## config.mk

```make
export PLATFORM = sky130hd
export DESIGN_NAME = ds_nn_search
export DESIGN_NICKNAME = d
export VERILOG_FILES = /design/src/rtl/ds_nn_search.sv
export SDC_FILE = /design/constraint.sdc
export NUM_CORES = 1
export LEC_CHECK = 0
export CORE_ASPECT_RATIO = 1.4
export CORE_MARGIN = 10
export CORE_UTILIZATION = 55
export DETAILED_ROUTE_END_ITERATION = 8
export PLACE_DENSITY = 0.78
export SLEW_MARGIN = 0
export SYNTH_ARGS = -nofsm -noshare
export SYNTH_HDL_FRONTEND = slang
export SYNTH_SLANG_ARGS = --single-unit
```

## constraint.sdc

```tcl
create_clock -name clk -period 8.85 [get_ports clk]
set_input_delay 1.77 -clock clk [delete_from_list [all_inputs] [get_ports clk]]
set_output_delay 1.77 -clock clk [all_outputs]
set_load 0.05 [all_outputs]
```

## src/rtl/ds_nn_search.sv

```systemverilog
// Nearest-neighbour search: accumulates per-feature squared differences into one
// distance per training sample and tracks the minimum-distance sample and its label.
module ds_nn_search #(
    parameter int ACC_W = 20,
    parameter int IDX_W = 8,
    parameter int LBL_W = 2
) (
    input  logic             clk,
    input  logic             rst_n,
    input  logic             start,
    input  logic             ds_valid,
    input  logic [15:0]      ds_result,
    input  logic             ds_last,
    input  logic             ds_final,
    input  logic [LBL_W-1:0] ds_label,
    output logic             busy,
    output logic             dist_valid,
    output logic [ACC_W-1:0] dist_sum,
    output logic [ACC_W-1:0] best_dist,
    output logic [IDX_W-1:0] best_idx,
    output logic [LBL_W-1:0] best_label,
    output logic             done,
    output logic             idx_ovf
);

    typedef enum logic [1:0] {IDLE, ACCUM, DONE} state_t;

    state_t           state, state_nxt;
    logic [ACC_W-1:0] acc_p0;
    logic [IDX_W-1:0] cnt_p0;
    logic [ACC_W-1:0] sum_p0;
    logic             beat;
    logic             beat_last;

    // Zero-extended add clamped to the accumulator's full-scale value.
    function automatic logic [ACC_W-1:0] sat_add(input logic [ACC_W-1:0] a,
                                                 input logic [15:0]      b);
        logic [ACC_W:0] s;
        s = {1'b0, a} + (ACC_W+1)'(b);
        return s[ACC_W] ? {ACC_W{1'b1}} : s[ACC_W-1:0];
    endfunction

    // A start in the same cycle always wins over a data beat.
    assign beat      = (state == ACCUM) && ds_valid && !start;
    assign beat_last = beat && ds_last;
    assign sum_p0    = sat_add(acc_p0, ds_result);
    assign busy      = (state == ACCUM);

    always_ff @(posedge clk or negedge rst_n) begin
        if (!rst_n) begin
            state <= IDLE;
        end else begin
            state <= state_nxt;
        end
    end

    always_comb begin
        state_nxt = state;
        if (start) begin
            state_nxt = ACCUM;
        end else begin
            case (state)
                ACCUM:   if (beat_last && ds_final) state_nxt = DONE;
                default: state_nxt = state;
            endcase
        end
    end

    // Stage p0 -> outputs: sample completion, running minimum and search status.
    always_ff @(posedge clk or negedge rst_n) begin
        if (!rst_n) begin
            acc_p0     <= '0;
            cnt_p0     <= '0;
            dist_valid <= 1'b0;
            dist_sum   <= '0;
            best_dist  <= '1;
            best_idx   <= '0;
            best_label <= '0;
            done       <= 1'b0;
            idx_ovf    <= 1'b0;
        end else begin
            dist_valid <= 1'b0;
            if (start) begin
                acc_p0     <= '0;
                cnt_p0     <= '0;
                best_dist  <= '1;
                best_idx   <= '0;
                best_label <= '0;
                done       <= 1'b0;
                idx_ovf    <= 1'b0;
            end else if (beat_last) begin
                dist_sum   <= sum_p0;
                dist_valid <= 1'b1;
                acc_p0     <= '0;
                cnt_p0     <= cnt_p0 + IDX_W'(1);
                if (&cnt_p0) idx_ovf <= 1'b1;
                // Strict compare so a tie keeps the earlier sample.
                if (sum_p0 < best_dist) begin
                    best_dist  <= sum_p0;
                    best_idx   <= cnt_p0;
                    best_label <= ds_label;
                end
                if (ds_final) done <= 1'b1;
            end else if (beat) begin
                acc_p0 <= sum_p0;
            end
        end
    end

endmodule

```

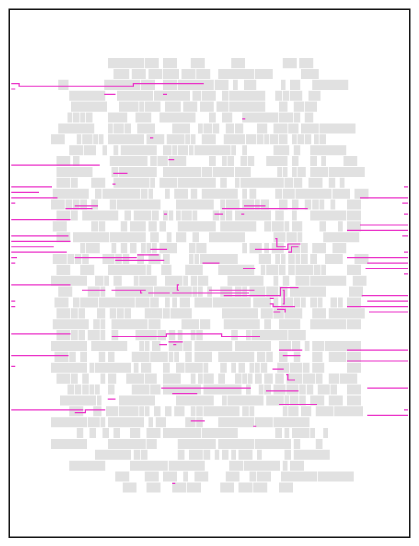
Fig. 1. Metal 3.
Scale: 4 px per um.
longest straight run	28.5 um
wire length on this layer	721 um
WL final: 13140 um
GR Layer Usage met3: 3.830%

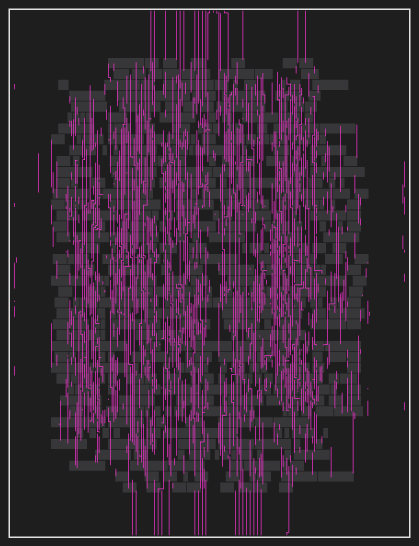
Fig. 2. Met2 routing.
Scale: 4 px per um.
nets with wire on the layer	560
main direction	vertical
number of vias in the routed layout: 4193
GR Util met2: 35.12%

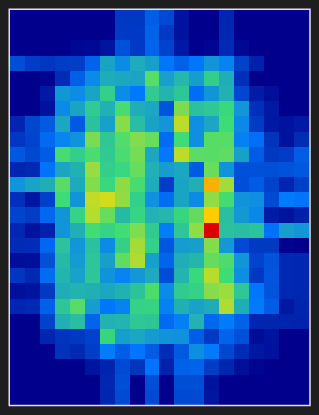
Fig. 3. Wire density map.
Scale: 3 px per um. 20 x 26 tiles, from dark blue (low) to red (high), scaled to the fullest tile. Values are wire area over tile area, all layers added.
mean over tiles	0.16
tiles over half the peak	11%
nearly empty tiles	21%
fullest tile	0.70
drt wl/cell: 18.80 um
Total GRT Usage: 20.39%

cell families (layout without fill, tap and decap cells):
family | Yosys count | count (layout)
mux | 8 | 8
compound gates | 166 | 166
xor+xnor | 17 | 17
flops | 83 | 83
fa+ha+maj | 37 | 37
buf+inv | 64 | 135
simple gates | 148 | 148
path summary, 6_finish.rpt:
path | startpoint | depth (start not counted) | end | slack (ns)
min in group asynchronous | rst_n | 1 | dist_sum[7] | 1.61
setup reg to reg | acc_p0[14] | 15 | best_dist[19] | 3.70
max in group asynchronous | rst_n | 1 | cnt_p0[4] | 6.57
hold reg to reg | dist_sum[12] | 2 | dist_sum[12] | 0.48
hold / removal | dist_sum[12] | 2 | dist_sum[12] | 0.48
setup / recovery | ds_result[14] | 16 | best_dist[19] | 2.26
==> flow_summary.ini <==
; flow metrics
[yosys]
mux_area_share_pct = 1.867
synth-adder-area-share_pct = 9.614
numSynthFlops = 83
yosys.area.top_type = dfrtp_1
yosys_warnings = 0
ys_cells = 523
postSynthAreaPerCell_um2 = 9.356
top_cells_by_count = 63 x dfrtp_1, 53 x o21ai_0, 52 x nand2_1
synthCells = 523
synth_cell_types = 66
yosysMostFrequentCell = dfrtp_1
ff_type = dfrtp_1
ys_area_mm2 = 0.004893
edf_count = 0
logic_family = AND-OR/OR-AND gates
compound_area_share_pct = 21.66
ys_seq_share_pct = 42.96
top_cell_area_share_pct = 32.22
ys_sh_xor_pct = 3.043
fp_nets = 584
synth_area_mm2 = 0.004893
simple_gate_area_share_pct = 15.01
async_flop_share_pct = 100.0
area_leaders = dfrtp_1 32%, dfstp_2 11%, ha_1 9.2%

[cts]
cts_max_path_buffers = 2
cts_max_level = 3
clock-sinks = 83
cts_tree = yes
cts-buffers-inserted = 9
clk_pin_slew_ns = 0.06
cts_hold_buf = 0
worstSkewPairLatency_ns = 0.34
ctsRootBufferMaster = clkbuf_16
cts_resized = 0
cts_setup_buffers = 0

[placement]
dp_cells = 683
hpwlAfterDp_um = 9540
io_buffers = 77
place_area_mm2 = 0.005675
place_ws_ns = 1.907
gp_congestion = 0.9612

[layout]
n_all_inverters = 39
drive_gt1_share_pct = 11.11
area_growth_pct = 22.71
clkbuf_count = 12
largest_class = combinational gates
comb_share_pct = 41.72
comb_cells = 376
bufAreaShareNonClock_pct = 13.17
fillCellCount = 717
design_area_mm2 = 0.006005
ff_count = 83
final_cell_mix = 76 x clkdlybuf4s50_1, 63 x dfrtp_1, 53 x o21ai_0
mostFrequentLayoutCell = clkdlybuf4s50_1
seq_share_pct = 35.01
stdcell_count = 699
antenna_cells = 0
reg_top3 = acc_p0 (20), best_dist (20), dist_sum (20)
comb_area_mm2 = 0.002505
fin_util_pct = 69.35
n_all_buffers = 80
clock_area_share_pct = 5.480
layout.nets = 650
regArea_mm2 = 0.002102

[global_route]
gr-total-overflow = 0
antenna_found_initial = 0
grt_pass1_vias = 4369
grt_pass1_wl_um = 21800
grt_use_met1_pct = 23.39
busiest_layer = met2
grt_max_degree = 84

[power]
powerDensity_mw_per_mm2 = 201.2
p_clk_share_pct = 34.1
top_power_group = sequential cells
finalPower_mw = 1.208
leakagePower_nw = 2.836
switching_share_pct = 33.56
ir_worst_vdd_v = 0.0001552
p_seq_share_pct = 36.6
p_comb_mw = 0.354
combPwrFrac_pct = 29.3
p_sw_mw = 0.4054
p_int_mw = 0.8027
seq_power_mw = 0.442
p_clk_mw = 0.412

[final_timing]
drv_slew = 0
rsz0062_at_grt = false
slew_headroom_pct = 14.78
hold_violations = 0
fin_tns_setup_ns = 0
setup_viol = 0
fmax_ghz = 0.1517
whs_ns = 0.4787
finClkSkew_ns = 0.003681
period_minus_slack_ns = 6.592
tightest_slew_ns = 1.278
period_used_pct = 74.48
finalWorstSetupSlack_ns = 2.258

[detailed_routing]
wl_met2_um = 6669
wl_met1_um = 5380
met3_length_um = 720
drt_iter0_drc = 243
drc = 0
vias_per_cell = 5.999
antenna_left = 0
routed.top_layer = met4
first_pass_iters = 4

[die]
die-height_um = 131.6
die_w_um = 99.72
core_area_mm2 = 0.008658
core.rowCount = 40
tap_cells = 105
fp_util_pct = 56.52
pin_count = 78
chip_area_mm2 = 0.01312

[run_status]
status = completed

[run]
warnings = 26
maxCapViolCount = 0

[setup_path]
end_kind = flop
critPathArrivalTime_ns = 6.85
required_ns = 9.11
crit_type = primary input to flop
critical_path_buf_inv_count = 2
slowest_stage = nor3_2
path_cells = clkdlybuf4s50_1 > ha_1 > and3_1 > a2111oi_1 > or3_4 > a21oi_1 > a21oi_1 > inv_1 > ha_1 > nand4_1 > nor2_1 > a2111oi_2 > a2111oi_1 > nor3_2 > nand2_4 > o211ai_1
worstSetupStartpointType = primary input
worstPathMaxFanout = 16
slowest_delay_ns = 0.85
path_delay_family = simple AND/OR/NAND/NOR gates

[worst_hold_path]
hp-class = flop to flop
